--- src/rtl/proc_pkg.sv ---
`default_nettype none
// ============================================================================
// Module      : proc_pkg
// Description : Shared definitions for the processor control path: sequencer
//               state encoding, phase bit indices and datapath ALU opcodes.
// Revision    : 1.0 - initial release
// ============================================================================
package proc_pkg;

    // Sequencer state encoding
    localparam logic [2:0] S_IDLE  = 3'd0;
    localparam logic [2:0] S_F     = 3'd1;
    localparam logic [2:0] S_R     = 3'd2;
    localparam logic [2:0] S_X     = 3'd3;
    localparam logic [2:0] S_M     = 3'd4;
    localparam logic [2:0] S_W     = 3'd5;
    localparam logic [2:0] S_HALT  = 3'd6;
    localparam logic [2:0] S_FAULT = 3'd7;

    // Bit positions inside the one-hot phase vector {w,m,x,r,f}
    localparam int PH_F = 0;
    localparam int PH_R = 1;
    localparam int PH_X = 2;
    localparam int PH_M = 3;
    localparam int PH_W = 4;

    // ALU opcodes consumed by the datapath
    localparam logic [3:0] ALU_ADD = 4'd0;
    localparam logic [3:0] ALU_SUB = 4'd1;
    localparam logic [3:0] ALU_AND = 4'd2;
    localparam logic [3:0] ALU_OR  = 4'd3;
    localparam logic [3:0] ALU_XOR = 4'd4;
    localparam logic [3:0] ALU_SLL = 4'd5;
    localparam logic [3:0] ALU_SRL = 4'd6;
    localparam logic [3:0] ALU_SRA = 4'd7;

    // True for the states that make forward progress on an instruction
    function automatic logic is_active(input logic [2:0] st);
        return (st == S_F) || (st == S_R) || (st == S_X) ||
               (st == S_M) || (st == S_W);
    endfunction

endpackage
`default_nettype wire

--- src/rtl/proc_seq_wait_timer.sv ---
`default_nettype none
// ============================================================================
// Module      : seq_wait_timer
// Description : Memory wait-cycle counter. Counts cycles spent in a memory
//               phase and flags the last cycle at which ready may still come.
// Revision    : 1.0 - initial release
// ============================================================================
module seq_wait_timer #(
    parameter int unsigned WAIT_LIMIT = 8
) (
    input  logic clk,
    input  logic n_rst,
    input  logic clear,
    input  logic enable,
    output logic expired
);

    localparam int unsigned K_W = (WAIT_LIMIT < 1) ? 1 : $clog2(WAIT_LIMIT + 1);
    localparam logic [K_W-1:0] LIMIT_K = K_W'(WAIT_LIMIT);
    localparam logic [K_W-1:0] ONE_K   = K_W'(1);

    logic [K_W-1:0] k;

    // Wait index: restart on every phase change, saturate at the limit
    always_ff @(posedge clk or negedge n_rst) begin
        if (!n_rst) begin
            k <= '0;
        end else if (clear) begin
            k <= '0;
        end else if (enable && (k != LIMIT_K)) begin
            k <= k + ONE_K;
        end
    end

    assign expired = (k == LIMIT_K);

endmodule
`default_nettype wire

--- src/rtl/proc_seq.sv ---
`default_nettype none
// ============================================================================
// Module      : proc_seq
// Description : Multi-cycle control sequencer. Steps fetch/read/exec/mem/write
//               phases with memory handshake, skips unneeded phases, times out
//               stuck accesses and keeps cycle / retired-instruction counters.
// Revision    : 1.0 - initial release
// ============================================================================
module proc_seq
    import proc_pkg::*;
#(
    parameter int unsigned CNT_W      = 32,
    parameter int unsigned WAIT_LIMIT = 8
) (
    input  logic             clk,
    input  logic             n_rst,
    input  logic             run,
    input  logic             dec_mem_rd,
    input  logic             dec_mem_wr,
    input  logic             dec_reg_wr,
    input  logic             dec_branch,
    input  logic             cond_taken,
    input  logic             dec_halt,
    input  logic             dec_illegal,
    input  logic             mem_ready,
    output logic [4:0]       phase,
    output logic             ir_load,
    output logic             pc_inc,
    output logic             pc_load,
    output logic             mem_req,
    output logic             mem_wren,
    output logic             reg_write_en,
    output logic             halted,
    output logic             fault,
    output logic [CNT_W-1:0] cycle_cnt,
    output logic [CNT_W-1:0] instret_cnt
);

    localparam logic [CNT_W-1:0] ONE_CNT = CNT_W'(1);

    logic [2:0] state;
    logic [2:0] state_next;
    logic       retire;
    logic       expired;
    logic       after_retire_f;

    // After an instruction retires, run decides whether to keep going
    assign after_retire_f = run;

    // Next-state selection and retire detection
    always_comb begin
        state_next = state;
        retire     = 1'b0;
        case (state)
            S_IDLE: begin
                if (run) state_next = S_F;
            end
            S_F: begin
                if (mem_ready)    state_next = S_R;
                else if (expired) state_next = S_FAULT;
            end
            S_R: begin
                if (dec_illegal || (dec_mem_rd && dec_mem_wr)) begin
                    state_next = S_FAULT;
                end else if (dec_halt) begin
                    state_next = S_HALT;
                    retire     = 1'b1;
                end else begin
                    state_next = S_X;
                end
            end
            S_X: begin
                if (dec_mem_rd || dec_mem_wr) begin
                    state_next = S_M;
                end else if (dec_reg_wr) begin
                    state_next = S_W;
                end else begin
                    retire     = 1'b1;
                    state_next = after_retire_f ? S_F : S_IDLE;
                end
            end
            S_M: begin
                if (mem_ready) begin
                    if (dec_mem_rd) begin
                        state_next = S_W;
                    end else begin
                        retire     = 1'b1;
                        state_next = after_retire_f ? S_F : S_IDLE;
                    end
                end else if (expired) begin
                    state_next = S_FAULT;
                end
            end
            S_W: begin
                retire     = 1'b1;
                state_next = after_retire_f ? S_F : S_IDLE;
            end
            S_HALT:  state_next = S_HALT;
            S_FAULT: state_next = S_FAULT;
            default: state_next = S_IDLE;
        endcase
    end

    // State register
    always_ff @(posedge clk or negedge n_rst) begin
        if (!n_rst) state <= S_IDLE;
        else        state <= state_next;
    end

    // Wait timer restarts on any state change and runs while in F or M
    seq_wait_timer #(
        .WAIT_LIMIT (WAIT_LIMIT)
    ) u_wait_timer (
        .clk     (clk),
        .n_rst   (n_rst),
        .clear   (state_next != state),
        .enable  ((state == S_F) || (state == S_M)),
        .expired (expired)
    );

    // Active-cycle and retired-instruction counters, both wrap silently
    always_ff @(posedge clk or negedge n_rst) begin
        if (!n_rst) begin
            cycle_cnt   <= '0;
            instret_cnt <= '0;
        end else begin
            if (is_active(state)) cycle_cnt   <= cycle_cnt + ONE_CNT;
            if (retire)           instret_cnt <= instret_cnt + ONE_CNT;
        end
    end

    // Phase vector decoded from the state register
    always_comb begin
        phase = '0;
        case (state)
            S_F:     phase[PH_F] = 1'b1;
            S_R:     phase[PH_R] = 1'b1;
            S_X:     phase[PH_X] = 1'b1;
            S_M:     phase[PH_M] = 1'b1;
            S_W:     phase[PH_W] = 1'b1;
            default: phase = '0;
        endcase
    end

    assign mem_req      = (state == S_F) || (state == S_M);
    assign mem_wren     = (state == S_M) && dec_mem_wr;
    assign reg_write_en = (state == S_W);
    assign halted       = (state == S_HALT);
    assign fault        = (state == S_FAULT);

    // Fetch completion latches the instruction and advances pc together
    assign ir_load = (state == S_F) && mem_ready;
    assign pc_inc  = (state == S_F) && mem_ready;
    assign pc_load = (state == S_X) && dec_branch && cond_taken;

endmodule
`default_nettype wire

--- config.mk ---
export PLATFORM = sky130hd
export DESIGN_NAME = proc_seq
export DESIGN_NICKNAME = d
export VERILOG_FILES = /design/src/rtl/proc_pkg.sv /design/src/rtl/proc_seq_wait_timer.sv /design/src/rtl/proc_seq.sv
export SDC_FILE = /design/constraint.sdc
export NUM_CORES = 1
export LEC_CHECK = 0
export CAP_MARGIN = 20
export CORE_ASPECT_RATIO = 2
export CORE_MARGIN = 1
export CORE_UTILIZATION = 53
export CTS_BUF_LIST = sky130_fd_sc_hd__clkbuf_16
export CTS_CLUSTER_SIZE = 28
export DETAILED_ROUTE_END_ITERATION = 16
export GPL_ROUTABILITY_DRIVEN = 0
export PLACE_DENSITY_LB_ADDON = 0.05
export SLEW_MARGIN = 20
export SYNTH_ARGS = -nofsm -noshare
export SYNTH_HDL_FRONTEND = slang
export SYNTH_SLANG_ARGS = --single-unit
export TNS_END_PERCENT = 5
--- constraint.sdc ---
create_clock -name clk -period 3 [get_ports clk]
set_input_delay 0.6 -clock clk [delete_from_list [all_inputs] [get_ports clk]]
set_output_delay 0.6 -clock clk [all_outputs]
set_load 0.01 [all_outputs]
Fig. 1: run 1, metal 1
Cells faint in the background.
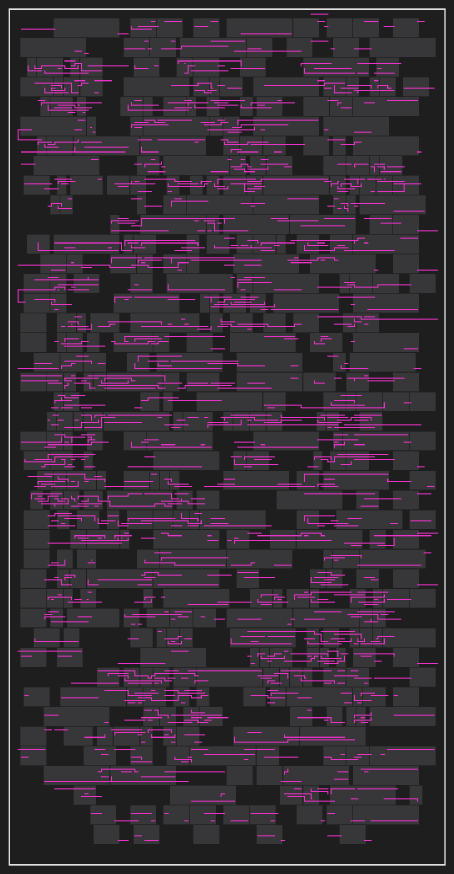
wire length on this layer = 2850 microns
nets with wire on the layer = 376
longest straight run = 19.8 microns
share of all routed wire = 35%
DR vias: 2887
grt met1 use: 26.0%
final wirelength: 8110 microns

Fig. 2: run 1, metal 2
The bar under the picture is 20 microns long.
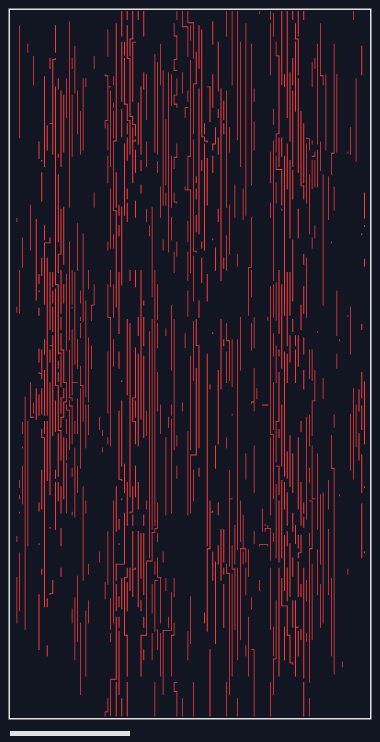
main direction = vertical
nets with wire on the layer = 396
share of all routed wire = 56%
GR Util met2: 45.0%

Fig. 3: run 1, the metal 3 layer
The bar under the picture is 20 microns long.
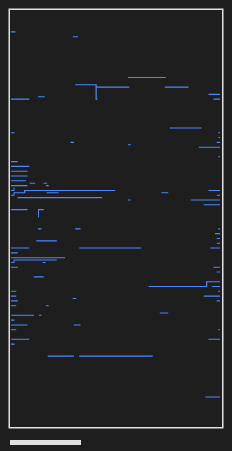
share of all routed wire = 4.2%
longest straight run = 25.5 microns
nets with wire on the layer = 66
main direction = horizontal
GR Util met3: 5.71%

## run 1: layer usage
| layer | part of all wire, % | wire length [microns] | vias up |
|---|---|---|---|
| met1 | 35 | 2850 | 1410 |
| met3 | 4.2 | 339 | 27 |
| met5 | 0 | 0 | - |
| met2 | 56 | 4580 | 89 |
| li1 | - | - | 1361 |
| met4 | 4.2 | 343 | 0 |
## run 1: final cells by class
type                       instances  area (sq um)
tap                               88           110
inverter                           8          30.0
timing repair buffer              88           886
sequential                        71          1780
multi-input combinational        249          1710
fill                             474          1790
clock buffer                       9           225
clock inverter                     7          33.8
## run 1: path summary, 6_finish.rpt
kind                                       to  cells after the start
worst min register to register  cycle_cnt[31]                      1
min in group clk                cycle_cnt[31]                      1
worst max register to register  cycle_cnt[25]                      5
worst min-delay path             cycle_cnt[9]                      1
worst max-delay path                  pc_load                      3
max in group asynchronous       cycle_cnt[26]                      2
## run 1: worst max-delay path, cell delays in order (launching register included)
cell and delay (ps):
dfrtp_1 700, and3b_2 380, and3_1 180, clkdlybuf4s50_1 530
## run 1: power by group through the flow
stage          sequential, mW  clock (mW)  combinational, mW
3_5_place_dp             1.31           0               1.01
6_report                 1.30       0.920               1.02
4_1_cts                  1.30       0.944               1.03
5_1_grt                  1.32       0.982               1.12
3_3_place_gp             1.31           0              0.991
2_1_floorplan            1.24           0              0.634
## run 1: kinds of logic after synthesis
| logic type | count (synthesis) | share of synthesized area (%) |
|---|---|---|
| flops | 71 | 49.8 |
| mux | 4 | 1.19 |
| buf+inv | 17 | 2.21 |
| fa+ha+maj | 4 | 1.40 |
| compound gates | 22 | 5.57 |
| simple gates | 154 | 23.9 |
| xor+xnor | 65 | 15.9 |
## run 1: flip-flops by register name, indices dropped and copies added, names as in the netlist
signal,flops
state,3
u_wait_timer.k,4
instret_cnt,32
cycle_cnt,32
==> impl_metrics.toml, run 1 <==
# generated from flow reports
[timing]
setup_viol = 0
timing.setup.tns_ps = 0
rsz0062_at_grt = "no"
fin_worst_skew_ps = 4.18
max_freq_ghz = 0.368
layout_min_cycle_time_ps = 2720
setup_slack_ps = 282
slew_headroom_pct = 59.6
finalCritPeriodShare_pct = 90.6
worst_pin_slew_ps = 601
hold_ws_ps = 225
hold_viol = 0

[synthesis]
syn_inst = 337
ys.warnings.count = 0
yosysSeqAreaShare_pct = 49.8
synthTopCellsByCount = "71 x dfrtp_1, 51 x xnor2_1, 29 x nand2_1"
synth-edff-count = 0
ys_chip_area_sq_mm = 0.00357
ff_type = "dfrtp_1"
syn_area_sq_mm = 0.00357
syn_area_per_cell_sq_um = 10.6
topCellsByArea = "dfrtp_1 50%, xnor2_1 13%, nand3_1 3.6%"
async_flop_share_pct = 100
yosys_register_bits = 71
synth_cell_types = 44
yosysTopAreaCell = "dfrtp_1"
top_area_share_pct = 49.8

[power_and_ir_drop]
max-vdd-ir-drop_v = 0.000491
pwr_density_cell_mw_per_mm2 = 677
swShare_pct = 33.8
pwr-share-seq_pct = 40.1
p_total_mw = 3.23
comb_power_share_pct = 31.4
clkPwrFrac_pct = 28.5
internal_power_mw = 2.14
switchingPower_mw = 1.09
leakagePower_nw = 2.08

[flow_run]
warning_count = 27
maxCapViolations = 0

[floorplan]
core_sq_mm = 0.00657
chipHeight_microns = 118
ios = 88
fp-row-count = 42
die_x_microns = 60.0
fp_util_pct = 54.3
dieArea_sq_mm = 0.00709

[clock_network]
cts_tree = "yes"
htreeDepth = 3
clockRootBuffer = "clkbuf_16"
clockBufferDepth = 2
post_cts_resized = 0
cts.sinks = 71
cts_inserted_buffers = 9
hold_buffers = 0
post_cts_buffers = 0
clkLatencyLatePin_ps = 330
clk_pin_slew_worst_paths_ps = 50

[global_route]
busiest_layer = "met2"
grt.total_usage_pct = 25.4
antenna_found_initial = 0
grt_pass1_vias = 2864
grt_pass1_wl_microns = 13400
grt_start_max_net_pins = 53
overflow = 0

[place]
place_inst = 504
postPlaceCellArea_sq_mm = 0.00452
io_buffer_count = 87
dp_slack_ps = 294

[critical_path]
crit_arrival_ps = 2120
cp-startpoint = "state[0]"
required_ps = 2400
r2r_slack_ps = 670
path_class = "flip-flop to primary output"
critPathLaunchType = "flip-flop"
r2r_start = "state[0]"
worst-path-max-fanout = 20

[routing]
routedWlPerCell_microns = 15.6
drt_first_pass_iters = 4
vias_per_cell = 5.55

[finish]
mostFrequentLayoutCells = "86 x clkdlybuf4s50_1, 71 x dfrtp_1, 51 x xnor2_1, 29 x nand2_1, 26 x nand3_1"
final_core_util_pct = 72.7
antenna_cells = 0
stdcell_area_sq_mm = 0.00478
fin_cells = 520
finalNetCount = 442
drive_gt1_share_pct = 6.48

[outcome]
status = "finished, final reports clean"
==> run 2, diff against run 1 <==
--- a/config.mk
+++ b/config.mk
@@ -14,6 +14,7 @@
 export DETAILED_ROUTE_END_ITERATION = 16
 export GPL_ROUTABILITY_DRIVEN = 0
 export PLACE_DENSITY_LB_ADDON = 0.05
+export RECOVER_POWER = 100
 export SLEW_MARGIN = 20
 export SYNTH_ARGS = -nofsm -noshare
 export SYNTH_HDL_FRONTEND = slang
==> constraint.sdc (replaced) <==
create_clock -name clk -period 3 [get_ports clk]
set_input_delay 0.45 -clock clk [delete_from_list [all_inputs] [get_ports clk]]
set_output_delay 0.45 -clock clk [all_outputs]
set_load 0.01 [all_outputs]
==> run 2 against run 1 <==
  * Power decreased by 1.5%
  * Utilization decreased by 0.74 points
  * Synthesized area unchanged
  * Combinational power decreased by 4%
  * Critical endpoint is now pc_inc
  * Largest power group unchanged
==> impl_metrics.toml, run 2 <==
# generated from flow reports
[floorplan]
chipHeight_microns = 118
fp_util_pct = 54.3
ios = 88
fp-row-count = 42
dieArea_sq_mm = 0.00709
die_x_microns = 60.0
core_sq_mm = 0.00657

[critical_path]
worstPathBufferInverterCount = 2
critPathCapture = "pc_inc"
max_stage_delay_ps = 640
r2r_start = "state[2]"
reg2reg_depth = 5
path_class = "flip-flop to primary output"
crit_chain = "inv_1 -> and3_1 -> and2_1 -> dlygate4sd3_1"
worstReg2RegEnd = "cycle_cnt[25]"
critPathLaunchType = "flip-flop"
cp-startpoint = "state[2]"
crit_family = "buffers and inverters"
crit_cells = 4
endpoint_kind = "primary output"
r2r_slack_ps = 400
required_ps = 2550
crit_path_top_delay_cell = "dfrtp_1"
crit_arrival_ps = 2250
worst-path-max-fanout = 16

[finish]
antenna_cells = 0
logic_area_sq_mm = 0.00168
fillers = 507
area_growth_pct = 32.4
layout.cells.most_common = "dlygate4sd3_1"
seq_area_sq_mm = 0.00178
stdcell_area_sq_mm = 0.00473
finalNetCount = 443
mostFrequentLayoutCells = "77 x dlygate4sd3_1, 71 x dfrtp_1, 51 x xnor2_1, 29 x nand2_1, 26 x nand3_1"
fin_cells = 521
drive_gt1_share_pct = 4.85
final_core_util_pct = 72.0
reg_top3 = "cycle_cnt x32, instret_cnt x32, u_wait_timer.k x4"

[synthesis]
synth-edff-count = 0
synth_stat.cells = 337
yosysSeqAreaShare_pct = 49.8
ys_chip_area_sq_mm = 0.00357
ys.warnings.count = 0
floorplan.nets = 352
yosysMostFrequentCell = "dfrtp_1"
topCellsByArea = "dfrtp_1 50%, xnor2_1 13%, nand3_1 3.6%"
synthTopCellsByCount = "71 x dfrtp_1, 51 x xnor2_1, 29 x nand2_1"
top_area_share_pct = 49.8
syn_inst = 337
async_flop_share_pct = 100
ff_type = "dfrtp_1"
yosys_register_bits = 71
synth_cell_types = 44
syn_area_per_cell_sq_um = 10.6
syn_area_sq_mm = 0.00357
yosysTopAreaCell = "dfrtp_1"

[global_route]
grt_pass1_wl_microns = 13800
grt_pass1_vias = 2861
grt_start_max_net_pins = 49
antenna_found_initial = 0
overflow = 0
grt.total_usage_pct = 26.0

[timing]
finalCritPeriodShare_pct = 90.2
hold_viol = 0
fin_worst_skew_ps = 6.14
drv_slew = 0
timing.setup.tns_ps = 0
layout_min_cycle_time_ps = 2700
max_freq_ghz = 0.370
worst_pin_slew_ps = 1250
setup_viol = 0
rsz0062_at_grt = "no"
slew_headroom_pct = 16.6

[place]
place_inst = 505
dp_hpwl_microns = 6320
postPlaceCellArea_sq_mm = 0.00452
io_buffer_count = 87

[clock_network]
cts_inserted_buffers = 9
clk_pin_slew_worst_paths_ps = 50
clockRootBuffer = "clkbuf_16"
cts_tree = "yes"
clkLatencyLatePin_ps = 330
htreeDepth = 3
post_cts_resized = 0
post_cts_buffers = 0
cts.sinks = 71
hold_buffers = 0
clockBufferDepth = 2

[power_and_ir_drop]
leakagePower_nw = 2.31
switchingPower_mw = 1.10
pwr-share-seq_pct = 40.0
swShare_pct = 34.4
comb_power_share_pct = 30.8
pwr_density_cell_mw_per_mm2 = 674
max-vdd-ir-drop_v = 0.000408
internal_power_mw = 2.09
clkPwrFrac_pct = 29.2

[routing]
ant_nets = 0
via_count = 2873
drt_first_pass_iters = 4
routedWlPerCell_microns = 16.0
vias_per_cell = 5.51
drc = 0
drtIter0Drc = 123

[outcome]
status = "finished, final reports clean"

[min_path]
hp-class = "primary input to asynchronous set/reset pin"

[flow_run]
maxCapViolations = 0
warning_count = 27
run 2: cell counts after synthesis:
Identical to the previous run, type by type.
run 2: power by group through the flow:
stage	logic [mW]	clock network, mW	registers (mW)
CTS	1.07	0.940	1.28
floorplan	0.634	0	1.24
detailed placement	1.06	0	1.29
global placement	1.04	0	1.29
global route	1.07	0.982	1.30
finish	0.982	0.928	1.27
run 2: per-layer routing:
layer  part of all wire (%)  GRT usage [%]
met5                      0              0
met2                     57           46.9
met3                    3.1           5.05
met4                    3.1           11.2
met1                     37           27.8
run 2: logic make-up (layout without fill, tap and decap cells):
logic type / after synthesis / after routing / synth area share [%]
compound gates: 22 / 22 / 5.57
xor+xnor: 65 / 65 / 15.9
fa+ha+maj: 4 / 4 / 1.40
flops: 71 / 71 / 49.8
simple gates: 154 / 154 / 23.9
mux: 4 / 4 / 1.19
buf+inv: 17 / 113 / 2.21
run 2: through the flow:
stage | power, mW | hold slack, ps | setup WS, ps
after floorplan | 1.88 | 154 | 1190
after global placement | 2.33 | 462 | 556
after detailed placement | 2.35 | 471 | 499
after CTS | 3.28 | 129 | 407
after global routing | 3.36 | 496 | 167
final | 3.18 | 378 | 295
run 2: area by class of cell:
| class | count | share of cell area [%] |
|---|---|---|
| inverter | 8 | 0.635 |
| clock inverter | 7 | 0.688 |
| timing repair buffer | 89 | 18.6 |
| sequential | 71 | 37.6 |
| tap | 88 | 2.33 |
| clock buffer | 9 | 4.76 |
| multi-input combinational | 249 | 35.4 |
run 2: worst min path at each step:
stage / slack (ps) / from / end
floorplan: 150 / n_rst / cycle_cnt[0]
global placement: 460 / cycle_cnt[31] / cycle_cnt[31]
detailed placement: 470 / n_rst / cycle_cnt[12]
CTS: 130 / n_rst / cycle_cnt[16]
global route: 500 / n_rst / cycle_cnt[10]
finish: 380 / n_rst / cycle_cnt[9]
Fig. 4: run 2, metal 1
Cells faint in the background.
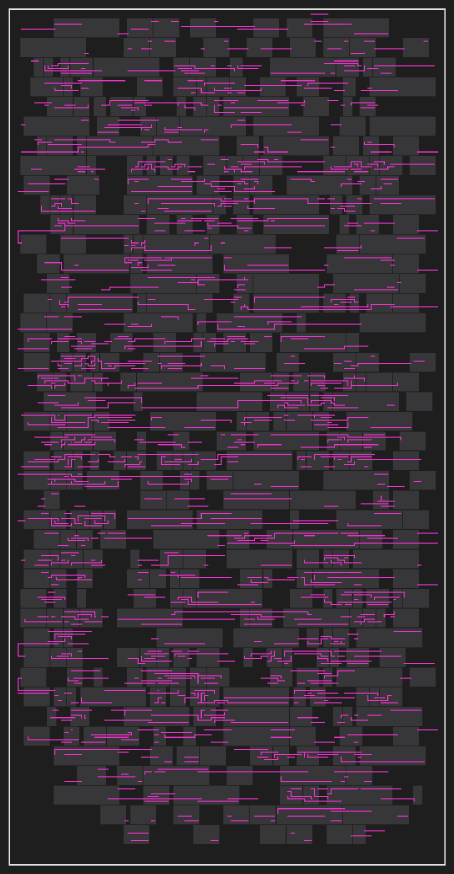
main direction = horizontal
nets with wire on the layer = 378
final wirelength: 8350 microns
grt met1 use: 27.8%

==> run 3, diff against run 2 <==
--- a/config.mk
+++ b/config.mk
@@ -5,10 +5,9 @@
 export SDC_FILE = /design/constraint.sdc
 export NUM_CORES = 1
 export LEC_CHECK = 0
-export CAP_MARGIN = 20
-export CORE_ASPECT_RATIO = 2
+export CORE_ASPECT_RATIO = 0.9
 export CORE_MARGIN = 1
-export CORE_UTILIZATION = 53
+export CORE_UTILIZATION = 54
 export CTS_BUF_LIST = sky130_fd_sc_hd__clkbuf_16
 export CTS_CLUSTER_SIZE = 28
 export DETAILED_ROUTE_END_ITERATION = 16
@@ -18,5 +17,6 @@
 export SLEW_MARGIN = 20
 export SYNTH_ARGS = -nofsm -noshare
 export SYNTH_HDL_FRONTEND = slang
+export SYNTH_HIERARCHICAL = 1
 export SYNTH_SLANG_ARGS = --single-unit
 export TNS_END_PERCENT = 5
==> run 3 against run 2 <==
  * Sequential power barely moved
  * Count of clock-buffer cells in the layout did not move
  * Critical path type unchanged
  * Global-route usage fell by 3.2 points
  * Critical endpoint is now mem_req
  * Synthesized cell count fell by 1.2%
  * Die area rose by 0.80%
  * Worst setup slack improved by 14 ps
  * Sequential share of layout area fell by 0.72 points
  * Design area rose by 2.0%
  * The flow now finishes with violations (capacitance limit, slew limit)
==> impl_metrics.toml, run 3 <==
# generated from flow reports
[outcome]
status = "finished, violations left"
violations = "capacitance limit, slew limit"

[synthesis]
floorplan.nets = 348
yosys_register_bits = 71
yosysMostFrequentCell = "dfrtp_1"
syn_inst = 333
top_area_share_pct = 48.3
synthAdderAreaFrac_pct = 1.36
ys_sh_simple_pct = 24.0
synth_cell_types = 47
ys.warnings.count = 6
synth-edff-count = 0
yosysSeqAreaShare_pct = 48.3
ff_type = "dfrtp_1"
synth-xor-area-share_pct = 15.2
synthTopCellsByCount = "71 x dfrtp_1, 43 x xnor2_1, 25 x nand2_1"
syn_area_per_cell_sq_um = 11.0
synthMuxAreaShare_pct = 1.84
topCellsByArea = "dfrtp_1 48%, xnor2_1 10%, xor2_1 5.0%"
synthAoiAreaFrac_pct = 6.23
synthTopLogicFamily = "simple AND/OR/NAND/NOR gates"
ys_chip_area_sq_mm = 0.00368
yosysTopAreaCell = "dfrtp_1"
synth_stat.cells = 333
async_flop_share_pct = 100
syn_area_sq_mm = 0.00368

[timing]
hold_ws_ps = 473
hold_viol = 0
drv_slew = 72
rsz0062_at_grt = "no"
timing.setup.tns_ps = 0
slew_headroom_pct = -11.5
fin_worst_skew_ps = 5.20
worst_pin_slew_ps = 1670
layout_min_cycle_time_ps = 2690
setup_viol = 0
max_freq_ghz = 0.372
finalCritPeriodShare_pct = 89.7

[global_route]
grt_pass1_wl_microns = 12500
overflow = 0
grt.total_usage_pct = 22.8
antenna_found_initial = 0
grt_pass1_vias = 2697
grt_start_max_net_pins = 72

[finish]
layout.cells.most_common = "dlygate4sd3_1"
drive_gt1_share_pct = 6.51
fillers = 492
mostFrequentLayoutCells = "75 x dlygate4sd3_1, 71 x dfrtp_1, 43 x xnor2_1, 25 x nand2_1, 23 x and3_1"
stdcell_area_sq_mm = 0.00482
antenna_cells = 0
area_growth_pct = 31.1
final_core_util_pct = 73.2
reg_top3 = "cycle_cnt x32, instret_cnt x32, u_wait_timer/k x4"
finalNetCount = 440

[routing]
ant_nets = 0
vias_per_cell = 5.47
routedWlPerCell_microns = 15.1
drt_first_pass_iters = 4
drc = 0
drtIter0Drc = 137

[clock_network]
hold_buffers = 0
cts_tree = "yes"
clockRootBuffer = "clkbuf_16"
htreeDepth = 3
cts_inserted_buffers = 9
post_cts_buffers = 0
clockBufferDepth = 2
cts.sinks = 71
post_cts_resized = 0
clkLatencyLatePin_ps = 330
clk_pin_slew_worst_paths_ps = 60

[power_and_ir_drop]
swShare_pct = 32.5
comb-power_uw = 980
pwr-share-seq_pct = 37.2
comb_power_share_pct = 29.1
p_total_mw = 3.36
switchingPower_mw = 1.09
p_seq_mw = 1.25
maxPowerGroup = "sequential cells"
pwr_density_cell_mw_per_mm2 = 698
clock_power_mw = 1.13
internal_power_mw = 2.27
clkPwrFrac_pct = 33.7
max-vdd-ir-drop_v = 0.000487
leakagePower_nw = 2.37

[floorplan]
ios = 88
core_sq_mm = 0.00659
die_x_microns = 89.0
dieArea_sq_mm = 0.00714
fp-row-count = 28
chipHeight_microns = 80.3
fp_util_pct = 55.8

[flow_run]
warning_count = 27
maxCapViolations = 1

[min_path]
hp-class = "flip-flop to flip-flop"

[critical_path]
crit_arrival_ps = 2240
worstPathBufferInverterCount = 2
critPathLaunchType = "flip-flop"
endpoint_kind = "primary output"
required_ps = 2550
max_stage_delay_ps = 540
path_class = "flip-flop to primary output"
crit_family = "buffers and inverters"
worst-path-max-fanout = 9
crit_path_top_delay_cell = "clkdlybuf4s50_1"
crit_chain = "clkbuf_1 -> nand2b_1 -> nor2_1 -> or2_2 -> clkdlybuf4s50_1"

[place]
io_buffer_count = 87
dp_hpwl_microns = 5500
postPlaceCellArea_sq_mm = 0.00463
## run 3: cell types whose count changed in the layout (fill, tap and decap cells not counted), moves of 3 or more
cell     previous run  this run
xnor2_1            51        43
nand3_1            26        21
nor4b_1             0         3
a22oi_1             3         0
and3_1             20        23
nor2_1             22        15
nor4_1              3         0
xor2_1             14        21
a21oi_1             4         9
and2_0              0         3
nand2_1            29        25
## run 3: worst paths after layout
path	start	endpoint	slack (ps)	depth (start not counted)
min in group asynchronous	n_rst	instret_cnt[6]	650	2
worst max register to register	state[0]	instret_cnt[16]	370	6
max in group asynchronous	n_rst	cycle_cnt[4]	1360	2
worst min-delay path	cycle_cnt[31]	cycle_cnt[31]	470	1
worst min register to register	cycle_cnt[31]	cycle_cnt[31]	470	1
worst max-delay path	state[2]	mem_req	310	5
## run 3: per-layer routing
layer  track usage, %  share of wire [%]
met5                0                  0
met4             7.30               0.86
met3             6.17                5.4
met2             36.2                 47
met1             30.5                 47
## run 3: per-stage QoR
| step | instances | worst slack, ps |
|---|---|---|
| final | 520 | 310 |
| after global routing | 520 | 193 |
| after CTS | 520 | 458 |
| after detailed placement | 504 | 519 |
| after global placement | 504 | 585 |
| after floorplan | 333 | 995 |
## run 3: final cells by class
class                      count  area [sq um]  share of cell area (%)
clock inverter                 7          96.3                    2.00
tap                           90           113                    2.34
sequential                    71          1780                    36.9
multi-input combinational    241          1680                    34.9
clock buffer                   9           225                    4.67
inverter                      10          37.5                   0.779
timing repair buffer          92           890                    18.5
## run 3: cells by family (layout without fill, tap and decap cells)
group | count (synthesis) | after routing
mux | 6 | 6
simple gates | 141 | 141
flops | 71 | 71
compound gates | 26 | 26
buf+inv | 21 | 118
fa+ha+maj | 4 | 4
xor+xnor | 64 | 64
Fig. 5: run 3, metal 1
Cells faint in the background.
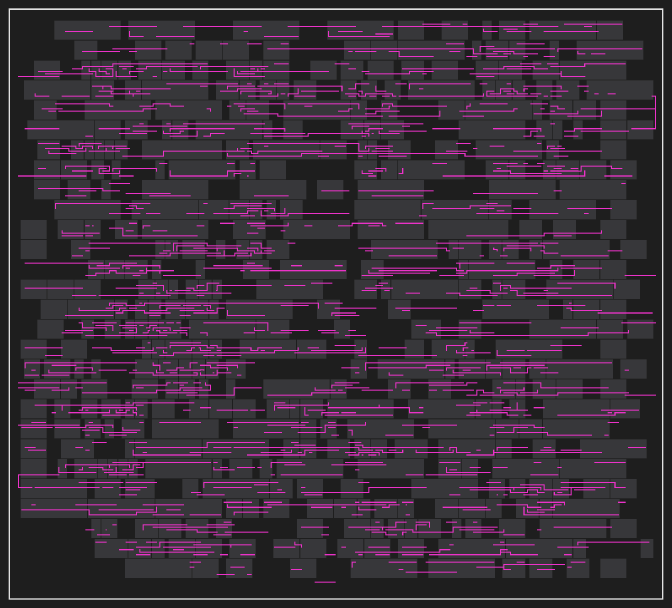
final wirelength: 7830 microns
grt met1 use: 30.5%
DR vias: 2843

Power figures rest on the tool's default switching activity, not on a simulated workload.
